==> config.mk <==
export PLATFORM = sky130hd
export DESIGN_NAME = ball_motion_scheduler_flat
export DESIGN_NICKNAME = d
export VERILOG_FILES = /design/src/rtl/ball_motion_scheduler_if.sv /design/src/rtl/ball_motion_scheduler.sv /design/src/flat_wrapper.sv
export SDC_FILE = /design/constraint.sdc
export NUM_CORES = 1
export LEC_CHECK = 0
export ABC_AREA = 1
export CAP_MARGIN = 20
export CORE_MARGIN = 3
export CORE_UTILIZATION = 45
export DETAILED_ROUTE_END_ITERATION = 6
export HOLD_SLACK_MARGIN = 0.1
export SYNTH_ARGS = -nofsm -noshare
export SYNTH_HDL_FRONTEND = slang
export SYNTH_SLANG_ARGS = --single-unit
==> constraint.sdc <==
create_clock -name clk_50mhz -period 1.85 [get_ports clk_50mhz]
set_input_delay 0.37 -clock clk_50mhz [delete_from_list [all_inputs] [get_ports clk_50mhz]]
set_output_delay 0.37 -clock clk_50mhz [all_outputs]
set_load 0.05 [all_outputs]
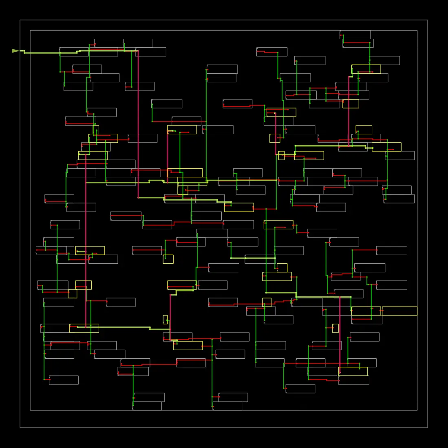
*Clock routing, run 1*
FFs & Latches: 117
clk sinks: 117
Layout Skew: 11.4 ps
total CTS buffers: 17
clock buffer count: 21

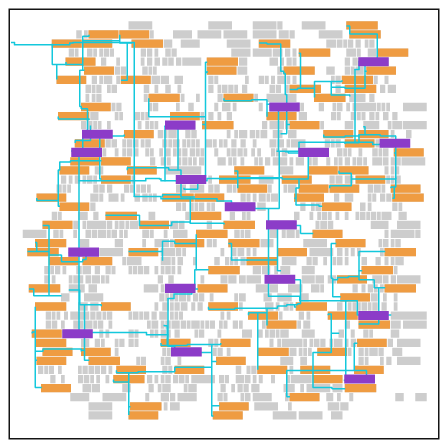
*Clock distribution, run 1*
legend:
  clock wires:
    color: cyan
    length: 1720 um
  flip-flops:
    color: orange
    count: 117
  clock drivers:
    color: purple
    count: 17
routed clock nets: 18
Clock Power: 0.00331 W
Insertion Delay late pin: 430 ps
Clock Power Share: 21.7%

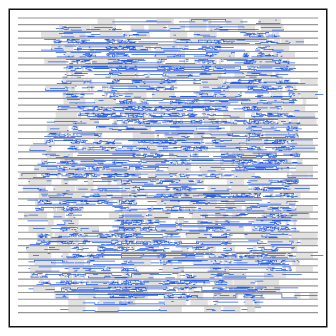
*Metal 1, run 1*
Supply wires on this layer in gray.
wire length on this layer: 8830 um
main direction: horizontal
nets with wire on the layer: 869
share of all routed wire: 47%
longest straight run: 39.6 um
GR Util met1: 33.4%
final WL: 18.9 mm
routed via count: 6317

==> results_dict.tcl, run 1 <==
# place-and-route summary
set metrics [dict create \
    gp_congestion 0.929 \
    critPathKind "flop to output pin" \
    finalNetCount 938 \
    die_h_um 128 \
    power.total_w 0.0153 \
    synthCells 885 \
    ctsHtreeMaxLevel 4 \
    io_buffers 29 \
    setup_viol 13 \
    first_pass_iters 6 \
    grt_pass1_vias 5955 \
    start_kind "flop" \
    die-area_um2 16500 \
    synth_seq_share_pct 44.2 \
    cts_tree "done" \
    drv_cap 0 \
    setup_slack_ps -69.2 \
    synthTopCellsByArea "dfrtp_1 (29%), dfstp_2 (15%), nand2_1 (12%), o21ai_0 (8.4%), a21oi_1 (4.9%)" \
    power_switching_w 0.00661 \
    grt_usage_pct 23.7 \
    finalHoldViolations 0 \
    drive_above_1_share_pct 22.3 \
    crit_required_ps 1480 \
    outcome "complete, but fails checks" \
    peakVddDrop_uv 937 \
    slew_viol_final 0 \
    slew_headroom_pct 63.6 \
    intPower_w 0.00864 \
    violations "negative setup slack" \
    fp_util_pct 46.2 \
    power_frac_comb_pct 45.0 \
    crit_arrival_ps 1550 \
    grt_pass1_wl_mm 30.6 \
    layout_top_cell "nand2_1" \
    avgSynthCellArea_um2 7.61 \
]
[run 1: Yosys cell counts, types with 2 or more instances]
cell type,number
a21oi_1,66
or2_2,2
a31oi_1,4
dfstp_2,38
dfrtp_1,79
o22ai_1,8
nor2_1,63
clkbuf_1,14
buf_4,4
o21ai_0,113
nand4_1,6
o211ai_1,31
and3_1,2
a22oi_1,2
nand3b_1,3
nand3_4,2
ha_1,12
nor3_1,3
inv_1,60
nand2_4,5
o21ai_1,44
nand3_1,50
buf_2,27
nand2_1,218
a22oi_2,3
inv_2,9
buf_6,10
[run 1: cell type report]
class | count | area [um2]
fill | 1291 | 6210
multi-input combinational | 641 | 3360
sequential | 117 | 2980
timing repair buffer | 70 | 938
clock buffer | 21 | 470
inverter | 72 | 278
tap | 184 | 230
clock inverter | 11 | 125
[run 1: per-stage QoR]
stage	util, %	area, um2	hold WS, ps
6_report	57.4	8380	381
5_1_grt	57.4	8380	388
4_1_cts	56.8	8290	371
3_5_place_dp	52.1	7610	296
3_3_place_gp	52.1	7610	298
2_1_floorplan	-	6900	74.4
[run 1: power by group through the flow]
| stage | Sequential [W] | Clock [W] | Combinational [W] |
|---|---|---|---|
| after detailed placement | 0.00502 | 0 | 0.00657 |
| after global routing | 0.00522 | 0.00347 | 0.00771 |
| after CTS | 0.00502 | 0.00336 | 0.00674 |
| final | 0.00507 | 0.00331 | 0.00687 |
| after floorplan | 0.00466 | 0 | 0.00495 |
| after global placement | 0.00499 | 0 | 0.00643 |
[run 1: per-layer routing]
metal,routed length [um],share of wire (%),track usage (%),vias up
met3,1160,6.1,4.77,33
li1,-,-,-,3041
met2,8600,45,35.7,218
met5,0,0,0,-
met4,329,1.7,9.80,0
met1,8830,47,33.4,3025
[run 1: worst max-delay path, cell delays in order, from the launching register on]
cell and delay [ps]:
dfstp_2 530, inv_2 40, a21oi_2 120, o21ai_1 110, a21oi_4 170, buf_12 150
[run 1: logic make-up (layout without fill, tap and decap cells)]
logic type / after synthesis / after routing / share of synthesized area (%)
buffers and inverters: 127 / 174 / 9.02
and+or+nand+nor: 357 / 357 / 22.6
DFF: 117 / 117 / 44.2
adders and majority gates: 12 / 12 / 2.23
AOI/OAI and AO/OA: 272 / 272 / 22.0
[run 1: timing repair]
| action | in CTS | in global routing |
|---|---|---|
| hold endpoints to repair | 17 | 0 |
| pin swaps | 16 | 11 |
| hold buffers | 1 | 0 |
| resized | 30 | 15 |
| endpoints found under the setup margin | 20 | 21 |
| buffers inserted | 7 | 6 |
| gates cloned | 0 | 1 |
==> inputs of run 2 (changes only) <==
--- a/config.mk
+++ b/config.mk
@@ -7,6 +7,7 @@
 export LEC_CHECK = 0
 export ABC_AREA = 1
 export CAP_MARGIN = 20
+export CORE_ASPECT_RATIO = 1.4
 export CORE_MARGIN = 3
 export CORE_UTILIZATION = 45
 export DETAILED_ROUTE_END_ITERATION = 6
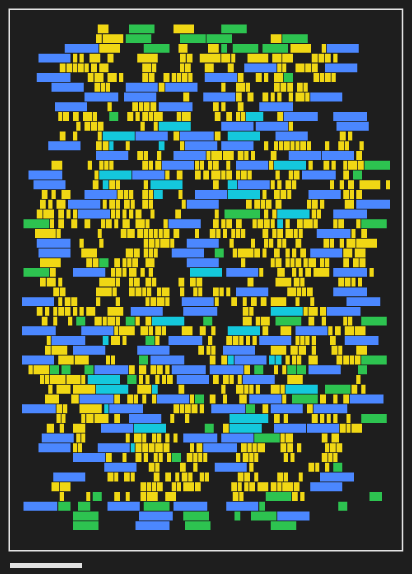
*Placement by cell class, run 2*
Scale bar: 20 um.
legend:
  sequential cells:
    color: blue
    cells: 117
  clock drivers and dummy loads:
    color: cyan
    cells: 32
  combinational and other logic:
    color: yellow
    cells: 713
  remaining buffers and delay cells:
    color: green
    cells: 60
Seq/total area: 36.3%
Rows: 52
final core area utilization: 56.3%

==> run 2 against run 1 <==
  * The flow still finishes with violations (negative setup slack)
  * Cell area is 2.0% lower
  * Non-clock buffer count is 10 lower
  * Final cell count is 0.45% lower
  * Register-to-register slack worse by 30 ps
  * Setup slack better by 14 ps
  * Clock skew is 6.1 ps lower
  * Maximum frequency is 0.73% higher
  * Synthesized cell count stayed put
  * First-iteration DRC count is 35% lower
  * Combinational power is 2% lower
  * Sequential power hardly changed
  * Critical endpoint is now bus_rd_y[2]
==> results_dict.tcl, run 2 <==
# place-and-route summary
set metrics [dict create \
    outcome "complete, but fails checks" \
    violations "negative setup slack" \
    die_h_um 151 \
    wl_per_cell_um 17.1 \
    fp_util_pct 46.2 \
    slew_viol_final 0 \
    common_cells "nand2_1 (218), o21ai_0 (113), dfrtp_1 (79), a21oi_1 (66), nor2_1 (63)" \
    setup_slack_ps -55.4 \
    synth_top_cell_by_count "nand2_1" \
    dp_slack_ps -232 \
    grt_max_degree 53 \
    die-area_um2 16500 \
    power_density_nw_per_um2 1800 \
    crit_path_max_fanout 2 \
    hp-class "input pin to flop" \
    final_cells 1111 \
    netlist.area_leader.share_pct 29.3 \
    root_buffer "clkbuf_16" \
    power.total_w 0.0148 \
    lay_top_cells "nand2_1 (218), o21ai_0 (98), dfrtp_1 (77), nor2_1 (62), o21ai_1 (55)" \
    finalNetCount 928 \
    grt_usage_pct 24.8 \
    vias 6263 \
    synth_stat.cells 885 \
    layout_top_cell "nand2_1" \
    synth_seq_share_pct 44.2 \
    finClkSkew_ps 5.29 \
    cts_buffers 17 \
    r2r_slack_ps 210 \
    tns_ps -240 \
    finalHoldViolations 0 \
    ys_chip_area_um2 6740 \
    cts_tree "done" \
    crit_arrival_ps 1540 \
    peakVddDrop_uv 1340 \
    worst_slew_pin_slew_ps 546 \
    drive_above_1_share_pct 21.0 \
    synthTopCellsByArea "dfrtp_1 (29%), dfstp_2 (15%), nand2_1 (12%), o21ai_0 (8.4%), a21oi_1 (4.9%)" \
    start_kind "flop" \
    gp_congestion 0.870 \
    clock_sinks 117 \
    rsz0062_at_grt "yes" \
    totalWireLength_mm 19.1 \
    detail_route.iter0.violations 505 \
    setup_viol 10 \
    min_period_over_period_pct 103 \
    io_buffers 29 \
    critPathKind "flop to output pin" \
    grt_pass1_vias 6140 \
    fp_nets 904 \
    clockBufferDepth 2 \
    io_pins 30 \
    syn_area_um2 6740 \
    clkLatencyLatePin_ps 410 \
    ctsHtreeMaxLevel 4 \
    edf_count 0 \
    first_pass_iters 5 \
    place_hpwl_mm 12.4 \
    avgSynthCellArea_um2 7.61 \
    slew_headroom_pct 63.5 \
    synthCells 885 \
    vias_per_cell 5.64 \
    cp-end-kind "output pin" \
    area_delta_synth_final_pct 21.8 \
    drv_cap 0 \
    crit_required_ps 1480 \
    overflow 0 \
    fill_cells 1408 \
    drcViolationCount 0 \
    grt_pass1_wl_mm 31.7 \
]
==> run 2: cell count changes in the layout (fill, tap and decap cells not counted), sizes merged <==
| cell | previous run | this run |
|---|---|---|
| bufinv | 2 | 1 |
| clkbuf | 23 | 21 |
| clkinv | 7 | 9 |
| buf | 65 | 57 |
| inv | 72 | 71 |
==> run 2: critical path, stage by stage (launching register included) <==
cell     delay [ps]
dfstp_2         540
inv_2            50
a21oi_2         130
o21ai_2          90
a21oi_4         170
buf_12          150
==> run 2: layout make-up <==
class | count | area [um2] | share of cell area, %
repair buffers | 60 | 821 | 10.0
flip-flops and latches | 117 | 2980 | 36.3
multi-input cells | 641 | 3360 | 40.9
inverters | 72 | 278 | 3.38
clock inverters | 11 | 85.1 | 1.04
clock buffers | 21 | 450 | 5.49
well taps | 189 | 236 | 2.88
==> run 2: what timing repair did <==
action,4_1_cts,5_1_grt
endpoints found under the hold margin,21,0
gates cloned,1,0
pin swaps,12,15
hold buffers,1,0
setup endpoints to repair,20,21
buffers inserted,8,1
resized,27,16
==> run 2: routing by layer <==
layer  part of all wire, %  up-vias  global-route usage (%)
li1                      -     3020                       -
met1                    41     3076                    30.9
met2                    53      136                    43.2
met3                   4.3       31                    4.22
met4                   2.2        0                    8.05
met5                     0        -                       0
==> run 2: metrics by stage <==
stage	hold WS (ps)	cell area [um2]
final	397	8210
after global routing	405	8210
after CTS	386	8180
after detailed placement	345	7530
after global placement	340	7530
after floorplan	74.4	6900
==> run 2: kinds of logic (layout without fill, tap and decap cells) <==
logic type | count (synthesis) | after routing | synth area share (%)
AOI/OAI and AO/OA | 272 | 272 | 22.0
adders and majority gates | 12 | 12 | 2.23
buffers and inverters | 127 | 164 | 9.02
DFF | 117 | 117 | 44.2
and+or+nand+nor | 357 | 357 | 22.6
==> run 2: report_power, final <==
| group | internal (W) | switching [W] | total (W) |
|---|---|---|---|
| logic | 0.00245 | 0.00425 | 0.00670 |
| clock network | 0.00186 | 0.00115 | 0.00301 |
| registers | 0.00398 | 0.00110 | 0.00508 |
| total | 0.00829 | 0.00650 | 0.0148 |
No activity file was given, so power comes from the tool's default toggle rates.
